**Met3 routing**

The bar under the picture is 20 um long. Cells faint in the background.
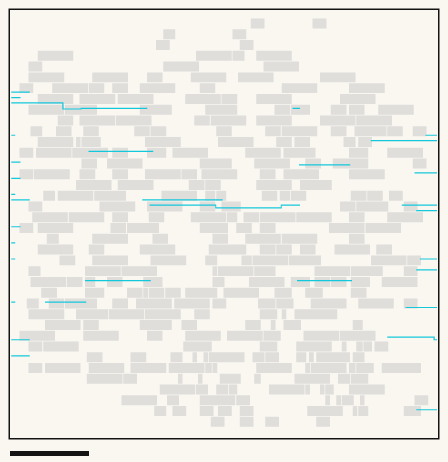
**Signal wires on met4**

The bar under the picture is 20 um long.
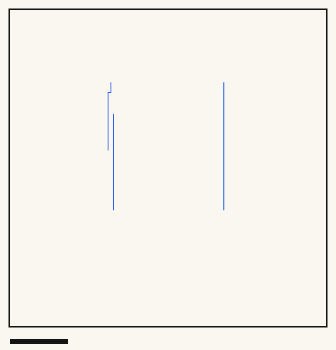
**Track usage over the die**

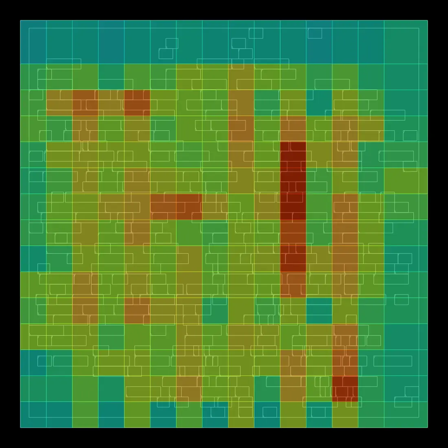
**Signal wires on met1**

The bar under the picture is 20 um long. Cells faint in the background.
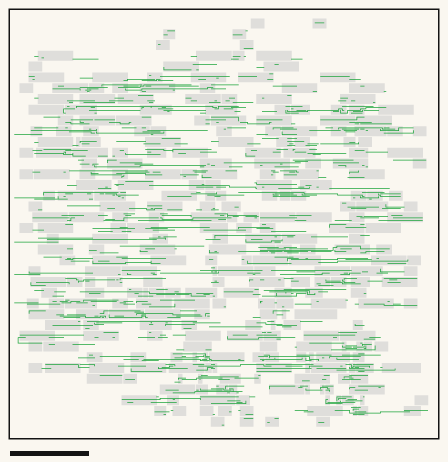
--- src/rtl/operand_sync_fifo.sv ---
// operand_sync_fifo: brings an asynchronous operand pair and a bouncing
// load strobe into the clk domain. It qualifies each load pulse as a single
// capture and queues the captured operands in a 4-entry FIFO for the adder.
module operand_sync_fifo #(
   parameter int SYNC_STAGES   = 2,
   parameter int STABLE_CYCLES = 3
) (
   input  logic       clk,
   input  logic       rst_n,
   input  logic       ena,
   input  logic [7:0] a_in,
   input  logic [7:0] b_in,
   input  logic       load,
   output logic       out_valid,
   input  logic       out_ready,
   output logic [7:0] out_a,
   output logic [7:0] out_b,
   output logic [2:0] count,
   output logic       overflow
);

   localparam logic [3:0] STABLE_MAX  = 4'(STABLE_CYCLES);
   localparam logic [3:0] STABLE_LAST = 4'(STABLE_CYCLES - 1);

   logic [SYNC_STAGES-1:0]       load_chain;
   logic [SYNC_STAGES-1:0][7:0]  a_chain;
   logic [SYNC_STAGES-1:0][7:0]  b_chain;
   logic                         sync_load;
   logic [7:0]                   a_sync;
   logic [7:0]                   b_sync;

   logic [3:0]  stable_cnt;
   logic        captured;
   logic        capture;

   logic [15:0] mem [4];
   logic [1:0]  wr_ptr;
   logic [1:0]  rd_ptr;
   logic        full;
   logic        push;
   logic        pop;
   logic [15:0] head;

   assign sync_load = load_chain[SYNC_STAGES-1];
   assign a_sync    = a_chain[SYNC_STAGES-1];
   assign b_sync    = b_chain[SYNC_STAGES-1];

   // Synchroniser chains: load and both operands travel through equal-depth
   // chains so the operands arrive aligned with the strobe that captures them.
   always_ff @(posedge clk or negedge rst_n) begin
      if (!rst_n) begin
         load_chain <= '0;
         a_chain    <= '0;
         b_chain    <= '0;
      end else begin
         load_chain <= {load_chain[SYNC_STAGES-2:0], load};
         a_chain    <= {a_chain[SYNC_STAGES-2:0], a_in};
         b_chain    <= {b_chain[SYNC_STAGES-2:0], b_in};
      end
   end

   // Debounce: count consecutive enabled high cycles. After a capture, the
   // captured flag blocks further captures until the strobe drops again.
   always_ff @(posedge clk or negedge rst_n) begin
      if (!rst_n) begin
         stable_cnt <= '0;
         captured   <= 1'b0;
      end else begin
         if (!sync_load || !ena)
            stable_cnt <= '0;
         else if (stable_cnt != STABLE_MAX)
            stable_cnt <= stable_cnt + 4'd1;

         if (!sync_load)
            captured <= 1'b0;
         else if (capture)
            captured <= 1'b1;
      end
   end

   assign capture = sync_load && ena && !captured && (stable_cnt == STABLE_LAST);

   // Queue handshake: a full FIFO still accepts a capture when the head
   // leaves on the same edge, because the freed slot is the one being written.
   assign full      = (count == 3'd4);
   assign out_valid = (count != 3'd0);
   assign pop       = out_valid && out_ready;
   assign push      = capture && (!full || pop);
   assign head      = mem[rd_ptr];
   assign out_a     = head[15:8];
   assign out_b     = head[7:0];

   // FIFO storage, pointers, occupancy and the sticky drop flag.
   always_ff @(posedge clk or negedge rst_n) begin
      if (!rst_n) begin
         for (int i = 0; i < 4; i++)
            mem[i] <= '0;
         wr_ptr   <= '0;
         rd_ptr   <= '0;
         count    <= '0;
         overflow <= 1'b0;
      end else begin
         if (push) begin
            mem[wr_ptr] <= {a_sync, b_sync};
            wr_ptr      <= wr_ptr + 2'd1;
         end
         if (pop)
            rd_ptr <= rd_ptr + 2'd1;
         case ({push, pop})
            2'b10:   count <= count + 3'd1;
            2'b01:   count <= count - 3'd1;
            default: count <= count;
         endcase
         if (capture && full && !pop)
            overflow <= 1'b1;
      end
   end

endmodule

--- config.mk ---
export PLATFORM = sky130hd
export DESIGN_NAME = operand_sync_fifo
export DESIGN_NICKNAME = d
export VERILOG_FILES = /design/src/rtl/operand_sync_fifo.sv
export SDC_FILE = /design/constraint.sdc
export NUM_CORES = 1
export LEC_CHECK = 0
export CORE_MARGIN = 2
export CORE_UTILIZATION = 40
export DETAILED_ROUTE_END_ITERATION = 12
export GPL_TIMING_DRIVEN = 0
export PLACE_DENSITY = 0.6
export RECOVER_POWER = 50
export SLEW_MARGIN = 40
export SYNTH_ARGS = -nofsm -noshare
export SYNTH_HDL_FRONTEND = slang
export SYNTH_SLANG_ARGS = --single-unit
--- constraint.sdc ---
create_clock -name clk -period 2.6 [get_ports clk]
set_input_delay 0.52 -clock clk [delete_from_list [all_inputs] [get_ports clk]]
set_output_delay 0.52 -clock clk [all_outputs]
set_load 0.01 [all_outputs]
==> flow_metrics.py <==
# Metrics from the implementation run
metrics = {
    "clock_tree": {
        "cts_max_level": 3,
        "cts_tree": "done",
        "cts_buffers": 9,
    },
    "run_status": {
        "status": "finished, violations left",
        "violations": "max-capacitance violations, max-slew violations",
    },
    "floorplanning": {
        "pin_count": 42,
        "coreArea_sq_mm": 0.0107,
    },
    "drt": {
        "ant_nets": 0,
        "drc": 0,
    },
    "worst_hold_path": {
        "min_from": "b_chain[0]$_DFF_PN0_",
        "hold_depth": 0,
        "hold_end": "b_sync[0]$_DFF_PN0_",
    },
    "final_layout": {
        "largest_reg_flops": 64,
        "regMostFlops": "mem",
        "nNetsFinal": 336,
        "final-instance-count-excl-fill": 452,
        "lay_top_cells": "dfrtp_1, mux2_2, dlygate4sd3_1",
    },
    "sta": {
        "setup-tns-final_ns": 0,
        "period_used_share": 0.949,
        "period_minus_slack_ns": 2.47,
        "drv_slew": 36,
    },
    "yosys": {
        "area_leaders": "dfrtp_1, mux2_2, mux4_2",
        "synth-main-ff-cell": "dfrtp_1",
        "netlist_instances": 252,
        "yosys.area_share.aoi": 0.00779,
    },
    "global_route": {
        "grt_pass1_wl_um": 12300,
        "grt_pass1_vias": 2401,
    },
    "setup_path": {
        "rr_worst_depth": 9,
        "cp-startpoint": "rd_ptr[0]$_DFFE_PN0P_",
        "rrSetupSlack_ns": 0.21,
    },
    "power": {
        "p_int_mw": 2.93,
        "p_clk_frac": 0.257,
        "power_mw": 4.04,
    },
    "flow_run": {
        "maxCapViolCount": 1,
    },
    "place": {
        "port-buffer-count": 41,
    },
}
About 'met3 routing':
longest straight run = 20.0 um
nets with wire on the layer = 26
final wirelength: 7250 um
grt met3 use: 0.0410

About 'signal wires on met4':
nets with wire on the layer = 2
longest straight run = 43.5 um
share of all routed wire = 1.4%
main direction = vertical
via count: 2212

About 'track usage over the die':
Total GRT Usage: 0.139
final core utilization: 0.486
met2 usage: 0.223
global routing met1 resource utilization: 0.184

About 'signal wires on met1':
main direction = horizontal
share of all routed wire = 46%
longest straight run = 34.5 um
nets with wire on the layer = 290

power groups by stage:
stage               clock, mW  combinational [mW]  sequential, mW
global route             1.15                1.06            2.07
global placement            0               0.929            2.06
detailed placement          0               0.949            2.07
floorplan                   0               0.579            2.04
finish                   1.04               0.964            2.04
CTS                      1.07               0.949            2.06
cell type report:
cell class | instances | area (sq um)
Fill cell | 952 | 5500
Buffer | 9 | 92.6
Inverter | 6 | 22.5
Timing Repair Buffer | 45 | 455
Tap cell | 140 | 175
Clock buffer | 11 | 131
Sequential cell | 111 | 2780
Multi-Input combinational cell | 125 | 1480
Clock inverter | 5 | 65.1
critical path: stages (launching register included):
cell and delay, ns:
dfrtp_1 0.37, buf_8 0.17, mux4_2 0.53, clkdlybuf4s50_1 0.49
No activity file was given, so power comes from the tool's default toggle rates.
